File: src/rtl/alu.sv
// 32-bit execute-stage ALU: the result and flags are computed combinationally
// and registered on every rising edge. There is no enable and no handshake.
module alu #(
    parameter int WIDTH = 32
) (
    input  logic             clk,
    input  logic             reset,
    input  logic [WIDTH-1:0] A,
    input  logic [WIDTH-1:0] B,
    input  logic [2:0]       ALUOp,
    output logic [WIDTH-1:0] C,
    output logic             zero,
    output logic             overflow
);

    typedef enum logic [2:0] {
        OP_ADD  = 3'b000,
        OP_SUB  = 3'b001,
        OP_AND  = 3'b010,
        OP_OR   = 3'b011,
        OP_SRL  = 3'b100,
        OP_SRA  = 3'b101,
        OP_SLT  = 3'b110,
        OP_SLTU = 3'b111
    } alu_op_e;

    logic [WIDTH-1:0] sum;
    logic [WIDTH-1:0] diff;
    logic [4:0]       shamt;
    logic [WIDTH-1:0] result_next;
    logic             overflow_next;
    logic             zero_next;

    assign sum   = A + B;
    assign diff  = A - B;
    assign shamt = B[4:0];

    always_comb begin
        result_next   = '0;
        overflow_next = 1'b0;
        case (alu_op_e'(ALUOp))
            OP_ADD: begin
                result_next   = sum;
                // Same-sign operands whose sum flips sign.
                overflow_next = (A[WIDTH-1] == B[WIDTH-1]) && (sum[WIDTH-1] != A[WIDTH-1]);
            end
            OP_SUB: begin
                result_next   = diff;
                overflow_next = (A[WIDTH-1] != B[WIDTH-1]) && (diff[WIDTH-1] != A[WIDTH-1]);
            end
            OP_AND:  result_next = A & B;
            OP_OR:   result_next = A | B;
            OP_SRL:  result_next = A >> shamt;
            OP_SRA:  result_next = $unsigned($signed(A) >>> shamt);
            OP_SLT:  result_next = {{(WIDTH-1){1'b0}}, ($signed(A) < $signed(B))};
            OP_SLTU: result_next = {{(WIDTH-1){1'b0}}, (A < B)};
            default: result_next = '0;
        endcase
    end

    assign zero_next = (result_next == '0);

    always_ff @(posedge clk) begin
        if (reset) begin
            C        <= '0;
            zero     <= 1'b1;
            overflow <= 1'b0;
        end else begin
            C        <= result_next;
            zero     <= zero_next;
            overflow <= overflow_next;
        end
    end

endmodule

File: config.mk
export PLATFORM = sky130hd
export DESIGN_NAME = alu
export DESIGN_NICKNAME = d
export VERILOG_FILES = /design/src/rtl/alu.sv
export SDC_FILE = /design/constraint.sdc
export NUM_CORES = 1
export LEC_CHECK = 0
export CAP_MARGIN = 30
export CORE_MARGIN = 3
export CORE_UTILIZATION = 45
export CTS_CLUSTER_SIZE = 16
export DETAILED_ROUTE_END_ITERATION = 7
export PLACE_DENSITY = 0.69
export SLEW_MARGIN = 40
export SYNTH_ARGS = -nofsm -noshare
export SYNTH_HDL_FRONTEND = slang
export SYNTH_SLANG_ARGS = --single-unit
File: constraint.sdc
create_clock -name clk -period 3.82 [get_ports clk]
set_clock_uncertainty 0.15 [all_clocks]
set_input_delay 0.382 -clock clk [delete_from_list [all_inputs] [get_ports clk]]
set_output_delay 0.382 -clock clk [all_outputs]
set_load 0.005 [all_outputs]
run_1/clk_routes.png
(2 px per um)
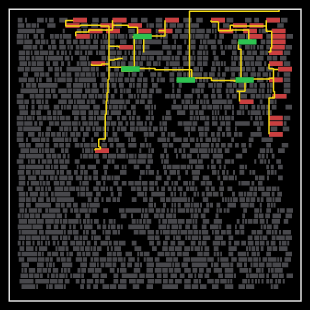
[clock drivers] green | count: 5
[flip-flops] red | count: 34
[clock wires] yellow | length: 549 um
routed clock nets	6
total clock network power: 541 uW
clock share of power: 17.8%

run_1/detail.png
Region (99, 26) to (119, 46) um. Cells in grey, sequential cells in the stronger grey; small squares are vias.
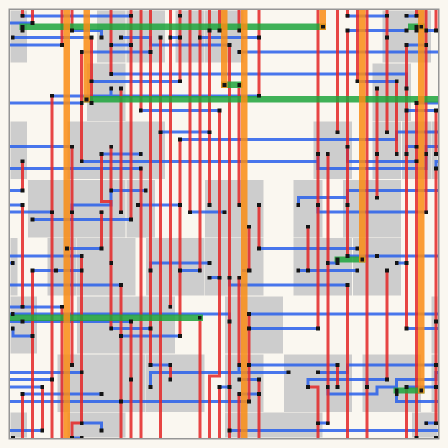
layer	colour
metal 2	red
metal 4	orange
metal 3	green
metal 1	blue
most frequent	buf_4 (7), nand2_1 (3), ha_1 (3)
cells with their middle in the window	29
sequential cells in the window	0

run_1/layer_met4.png
(2 px per um)
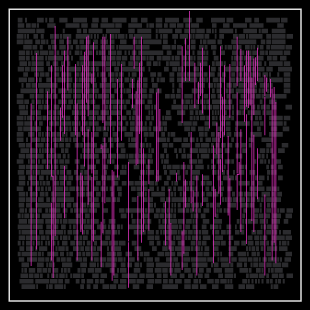
nets with wire on the layer	99
share of all routed wire	8.5%

run_1/wires.png
(2 px per um)
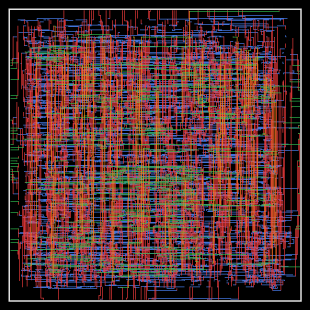
layer	colour	wire length
metal 2	red	20.4 mm
metal 1	blue	16300 um
metal 3	green	4150 um
metal 4	orange	3800 um
WL/cell: 22.7 um
routed wire length: 44700 um
detailed-route via count: 12200
global routing usage summed across all routing layers: 40.5%

==> out/metrics.cfg, run 1 <==
[run_status]
run_status=complete, but fails checks
violated_checks=negative setup slack

[final_timing]
fin_hold_ws_ns=0.407
rsz0062_at_grt=yes
timing_worst_slew_pin_value_ns=0.838
postLayoutSetupSlackWorst_ns=-0.0323
setup_viol_count_final=1
final_period_minus_worst_setup_slack_ns=3.85

[cells_and_area]
nNonClkInverters=95
drive_gt1_share_pct=32.2
clk_share_pct=1.43
final_common_cell=sky130_fd_sc_hd__buf_4
data_path_buffer_share_of_cell_area_in_the_final_layout_pct=30.9
nMultiInputCombCells=1049
n_clock_buffer=5
layout_top_cells_excl_fill_tap=sky130_fd_sc_hd__buf_4, sky130_fd_sc_hd__nor2_1, sky130_fd_sc_hd__a21oi_1
final_net_count=1870
ff_latch_area_um2=681

[grt]
number_of_antenna_violations_at_the_first_check_in_global_routing=0
first_global_vias=11900
grt_first_pass_wirelength_um=67700

[floorplanning]
fp_util_pct=46.3
die_width_um=145

[routing]
first_pass_iters=6
route.detailed.vias_per_inst=6.22
detail-route-antenna-nets=0
first_iter_violations=1457

[worst_setup_path]
critical_path_cell_count=16
critical_path.startpoint=A[11]
timing_worst_setup_path_type=input pin to flop

[logic_synthesis]
enable_flop_cells=0
syn_area_mm2=0.00871
postSynthSeqShare_pct=7.81
synthTopCellsByCount=sky130_fd_sc_hd__nor2_1, sky130_fd_sc_hd__a21oi_1, sky130_fd_sc_hd__ha_1

[power]
switching_share_pct=42.0
post-layout-total-power_uw=3030
power_per_cell_area_mw_per_mm2=223
power_report.internal_total_uw=1760
power.sequential.total_uw=397

[clock_tree]
postCtsResizedCells=47
clock_root_buffer_master=sky130_fd_sc_hd__clkbuf_16
ctsLongestPathBuffers=2

[placement]
hpwl_um=36300
place.gp.congestion=1.05
pre_cts_setup_slack_ns=-0.852

[flow_run]
tool_warnings=91
maxCapViolCount=0

==> run 1: state kept, by name (all words and copies together), names as in the netlist <==
| register | flops |
|---|---|
| C | 32 |
| overflow | 1 |
| zero | 1 |
==> run 1: kinds of logic (layout without fill, tap and decap cells) <==
family,Yosys count,count (layout),share of synthesized area (%)
AOI/OAI and AO/OA,433,433,33.5
muxes,78,78,10.7
adders and majority gates,98,98,14.2
buffers and inverters,181,621,8.72
DFF,34,34,7.81
xor gates and xnor gates,26,26,2.61
and+or+nand+nor,414,414,22.4
==> run 1: routing by layer <==
metal / share of wire, % / global-route usage, % / up-vias
li1: - / - / 5524
met1: 37 / 48.2 / 5647
met4: 8.5 / 27.4 / 0
met3: 9.3 / 5.75 / 216
met2: 46 / 67.8 / 838
met5: 0 / 0 / -
run_1/congestion.png
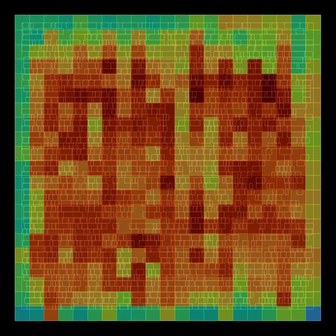

==> run 2, diff against run 1 <==
- CORE_ASPECT_RATIO: not set -> 0.9
- GPL_ROUTABILITY_DRIVEN: not set -> 0
run_2/congestion.png
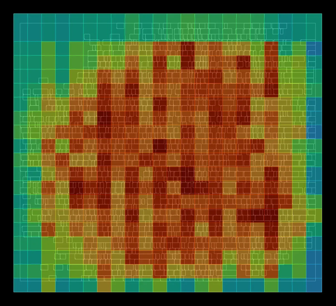
WL/cell: 21.1 um
fraction of met2 tracks used by global routing: 55.2%
share of the core filled with cells: 69.6%
busiest metal layer after global routing: met2
met1 usage: 47.1%

run_2/layer_met4.png
(2 px per um)
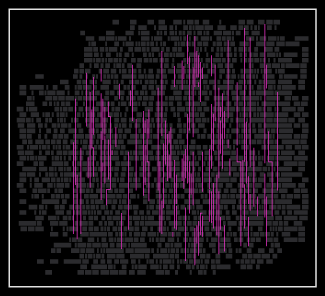
share of all routed wire	6.3%
main direction	vertical
longest straight run	69.4 um
wire length on this layer	2530 um
routed wire length: 40300 um
detailed-route via count: 12100

==> out/metrics.cfg, run 2 <==
[final_timing]
fin_hold_ws_ns=0.738  ; +0.331 ns
postLayoutSetupSlackWorst_ns=0.0483  ; +0.0806 ns
timing_worst_slew_pin_value_ns=0.751  ; -0.0867 ns

[logic_synthesis]
syn_area_mm2=0.00871  ; unchanged
synthTopCellsByCount=sky130_fd_sc_hd__nor2_1, sky130_fd_sc_hd__a21oi_1, sky130_fd_sc_hd__ha_1
postSynthSeqShare_pct=7.81  ; unchanged

[cells_and_area]
layout_top_cells_excl_fill_tap=sky130_fd_sc_hd__buf_4, sky130_fd_sc_hd__nor2_1, sky130_fd_sc_hd__a21oi_1
final_net_count=1829  ; -2.2%
final_common_cell=sky130_fd_sc_hd__buf_4
nNonClkInverters=95  ; unchanged
n_clock_buffer=6  ; +1
registers.top_by_ff_count=C
layout_top_registers=C (32), overflow (1), zero (1)
drive_gt1_share_pct=29.4  ; -2.8 points
clk_share_pct=1.30  ; -0.13 points

[power]
power.sequential.total_uw=397  ; about the same
post-layout-total-power_uw=2830  ; -6.8%
clock_power_share_pct=16.0  ; -1.8 points

[clock_tree]
clock_root_buffer_master=sky130_fd_sc_hd__clkbuf_16
ctsLongestPathBuffers=2  ; unchanged

[worst_setup_path]
critical_path.startpoint=B[7]

[routing]
detail-route-antenna-nets=0  ; unchanged
routed_metal_1_wire_length_um=15400  ; -6.0%
routed-wl-met2_um=16400  ; -19%
top_signal_layer_used=met5

[grt]
grtUsageMet3_pct=10.6  ; +4.9 points
first_global_vias=11100  ; -7.1%
number_of_antenna_violations_at_the_first_check_in_global_routing=1  ; +1

[run_status]
run_status=finished clean

[placement]
hpwl_um=32800  ; -9.8%

[floorplanning]
fp_util_pct=46.6  ; +0.32 points

run_2/wires.png
(2 px per um)
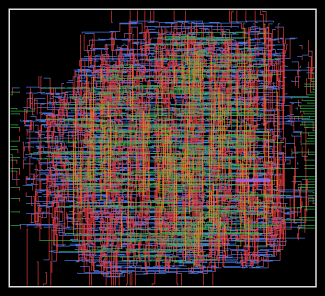
layer	colour	wire length
metal 1	blue	15400 um
metal 4	orange	2530 um
metal 3	green	6020 um
metal 2	red	16400 um
metal 5	purple	15.6 um

run 2: how the worst min path moves through the flow:
stage | endpoint | slack [ns] | cells after the start
after floorplan | C[27] | 0.30 | 1
after global placement | C[9] | 0.93 | 1
after detailed placement | C[5] | 0.93 | 1
after CTS | C[1] | 0.72 | 5
after global routing | C[1] | 0.78 | 5
final | C[1] | 0.74 | 5
run 2: cells by family (layout without fill, tap and decap cells):
kind of cell | Yosys count | after routing | synth area share, %
xor+xnor | 26 | 26 | 2.61
fa+ha+maj | 98 | 98 | 14.2
buf+inv | 181 | 579 | 8.72
flops | 34 | 34 | 7.81
mux | 78 | 78 | 10.7
simple gates | 414 | 414 | 22.4
compound gates | 433 | 433 | 33.5
Power figures rest on the tool's default switching activity, not on a simulated workload.
